**M3 wires**

Scale bar: 20 um.
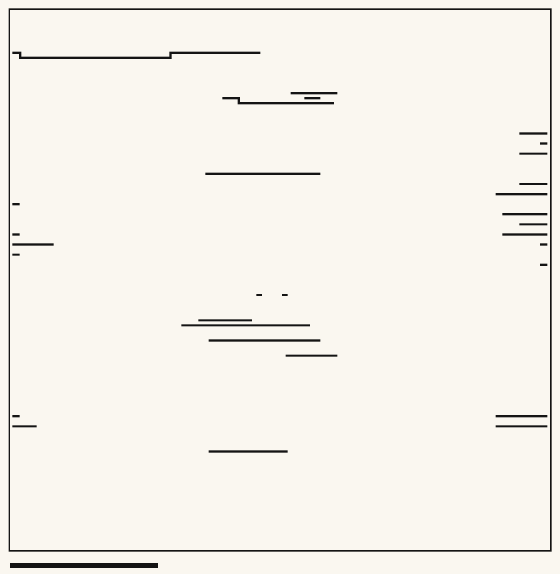
**Placement density heat map**

The die is cut into 7 by 7 equal tiles; black is low, pale yellow is high, 0 to 100% covered.
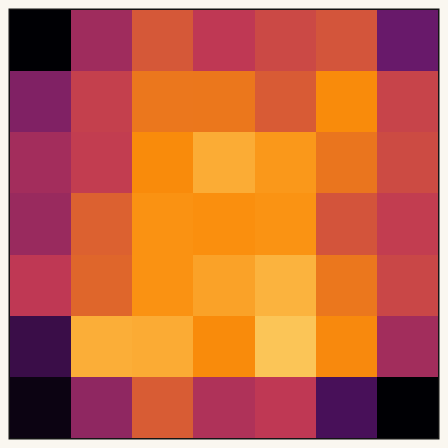
==> config.mk <==
export PLATFORM = sky130hd
export DESIGN_NAME = wma_inverse_filter_flat
export DESIGN_NICKNAME = d
export VERILOG_FILES = /design/src/rtl/wma_inverse_filter_if.sv /design/src/rtl/wma_inverse_filter.sv /design/src/flat_wrapper.sv
export SDC_FILE = /design/constraint.sdc
export NUM_CORES = 1
export LEC_CHECK = 0
export ABC_AREA = 1
export CORE_MARGIN = 2
export CORE_UTILIZATION = 54
export CTS_CLUSTER_DIAMETER = 30
export CTS_CLUSTER_SIZE = 20
export DETAILED_ROUTE_END_ITERATION = 7
export MAX_ROUTING_LAYER = met4
export PLACE_DENSITY_LB_ADDON = 0.25
export SYNTH_ARGS = -nofsm -noshare
export SYNTH_HDL_FRONTEND = slang
export SYNTH_SLANG_ARGS = --single-unit
==> constraint.sdc <==
create_clock -name clk -period 3.4 [get_ports clk]
set_input_delay 0.68 -clock clk [delete_from_list [all_inputs] [get_ports clk]]
set_output_delay 0.68 -clock clk [all_outputs]
set_load 0.02 [all_outputs]
==> reports/metrics.cfg <==
[outcome]
status = complete, no violations

[synth]
yosys_warnings = 0
yosys.area.top_type_share = 0.353
synth.distinct_cells = 30
top_cells_by_area = dfxtp_1 35%, inv_1 11%, fa_1 9.4%
ys_area_um2 = 2550
syn_nets = 383
ys_cells = 348
yosys.area.top_type = dfxtp_1
avgSynthCellArea_um2 = 7.33
netlist_area_um2 = 2550
ys_seq_share = 0.353
numSynthFlops = 45
synth_cells = 348

[power_and_ir_drop]
switchingPower_w = 0.000401
internal-power_w = 0.000826
clkPwrFrac = 0.278
p_comb_frac = 0.263
seqPwrFrac = 0.459
p_total_w = 0.00123
irDropWorstVdd_uv = 237
p_per_area_nw_per_um2 = 403
p_leak_nw = 1.43
p_sw_frac = 0.327

[place]
dp_slack_ns = 0.281
port_buffers = 37
place_congestion = 0.786
dp.cells = 433
dp_hpwl_um = 3700

[finish]
drive_gt1_frac = 0.0620
layout.nets = 421
fillCellCount = 411
area_delta_synth_final_pct = 19.4
largest_register_ffs = 16
final_cells = 441
antenna_cells = 0

[clocking]
cts_buffer_depth = 2
cts_hold_repair.buffers = 0
clk_pin_slew_ns = 0.08
clockRootBuffer = clkbuf_8
cts_tree = done
post_cts_resized = 0
cts_made_buffers = 5
clkSinkCount = 45
htreeDepth = 2
clkLatencyLatePin_ns = 0.30
cts_setup_buffers = 0

[worst_setup_path]
critPathCaptureType = flop
critical_path_required_ns = 3.60
criticalPathCategory = input port to flop
slowest_delay_ns = 0.56
cp_slowest_cell = fa_1
worst-path-max-fanout = 3
crit_family = adder cells
worst-path-buf-inv = 4
critical_path_depth = 11
crit_chain = clkdlybuf4s50_1 > inv_1 > fa_1 > fa_1 > inv_1 > fa_1 > a21oi_1 > xor2_1 > nand2_1 > nand2_1 > inv_1
worst-r2r-setup-slack_ns = 0.74
worstPathArrival_ns = 2.99
start_kind = input port
reg2regPathDepth = 12

[route]
routedWlPerCell_um = 11.0
drc_errors = 0
via_per_inst = 4.90
firstDrtPassIters = 4
drtAntennaViolNets = 0
first_iter_violations = 106

[job]
warnings = 26
maxCapViolCount = 0

[die]
ioPinCount = 38
row_count = 25
chipWidth_um = 72.7
dieArea_um2 = 5290
die_h_um = 72.7

[sta]
slew_viol_final = 0
fmax_ghz = 0.359
setup_viol = 0
setup_tns_ns = 0
relSlewSlack = 0.698
finalHoldViolations = 0
timing.hold.ws_ns = 0.476
final.period_utilization = 0.820
rsz0062_at_grt = no
period_needed_ns = 2.79
max_slew.worst_pin.slew_ns = 0.453
layout_setup_ws_ns = 0.613
skew_ns = 0.00922

[global_route]
track_usage = 0.212
antenna_found_initial = 0
globalRouteOverflowTotal = 0
grt_max_degree = 27
first_global_vias = 1954
grt_pass1_wl_um = 8510

[worst_hold_path]
hold_path.class = flop to flop
whs_path_depth = 2

Back to the opening pictures, 'M3 wires':
nets with wire on the layer: 26
longest straight run: 20.2 um
share of all routed wire: 3.9%
wire length on this layer: 187 um
main direction: horizontal
vias: 2162
M3 GR Usage: 0.0414
Post-Route WL: 4840 um

Back to the opening pictures, 'placement density heat map':
tiles over 75% full: 22%
fullest tile: 88%
nearly empty tiles: 4.1%
Post-Route Utilization: 0.658
CORE AREA: 4630 um2
FP Util: 0.551

==> kinds of logic after synthesis <==
| kind of cell | share of synthesized area |
|---|---|
| adders and majority gates | 0.148 |
| AOI/OAI and AO/OA | 0.104 |
| xor gates and xnor gates | 0.0172 |
| and+or+nand+nor | 0.244 |
| buffers and inverters | 0.134 |
| DFF | 0.353 |
==> stage by stage <==
step,utilization,area [um2]
after floorplan,-,2550
after global placement,0.638,2960
after detailed placement,0.638,2960
after CTS,0.658,3050
after global routing,0.658,3050
final,0.658,3050
==> layer usage <==
| layer | vias up | GRT usage | share of wire |
|---|---|---|---|
| li1 | 1138 | - | - |
| met1 | 982 | 0.271 | 0.48 |
| met2 | 36 | 0.339 | 0.47 |
| met3 | 6 | 0.0414 | 0.039 |
| met4 | 0 | 0.0679 | 0.014 |
| met5 | - | - | 0 |
==> tightest hold or removal path, cell delays in order, from the launching register on <==
cell     delay (ns)
dfxtp_1        0.32
nand2_1        0.06
a21oi_1        0.05
==> Yosys cell counts, drive strengths merged <==
cell type   n
a211oi      1
a21oi      26
a31oi       2
buf         6
clkbuf      2
dfxtp      45
fa         12
ha         11
inv        78
nand2      63
nand3      17
nand3b      1
nand4       4
nor2       46
nor3        5
o21ai      23
or2         1
xnor2       1
xor2        4
==> placed cells by master (no fill, tap or decap), types with 5 or more instances in the layout <==
cell / netlist / layout
fa_1: 12 / 12
a21oi_1: 26 / 26
ha_1: 11 / 11
clkdlybuf4s50_1: 0 / 37
dfxtp_1: 45 / 45
inv_1: 74 / 74
nand2_1: 62 / 62
o21ai_1: 8 / 8
clkbuf_8: 0 / 5
nor2_1: 42 / 42
nand3_1: 15 / 15
o21ai_0: 15 / 15
==> layout make-up <==
cell class              instances  area (um2)  area share
clock buffers                   5        68.8      0.0226
clock inverters                 3        22.5     0.00739
inverters                      78         293      0.0961
multi-input cells             217        1310       0.430
flip-flops and latches         45         901       0.296
well taps                      54        67.6      0.0222
repair buffers                 39         385       0.126
==> power by group through the flow <==
stage                     clock (W)  sequential, W  combinational (W)
after floorplan                   0       0.000586           0.000226
after global placement            0       0.000575           0.000314
after detailed placement          0       0.000575           0.000322
after CTS                  0.000356       0.000563           0.000326
after global routing       0.000370       0.000566           0.000370
final                      0.000341       0.000563           0.000322
No activity file was given, so power comes from the tool's default toggle rates.
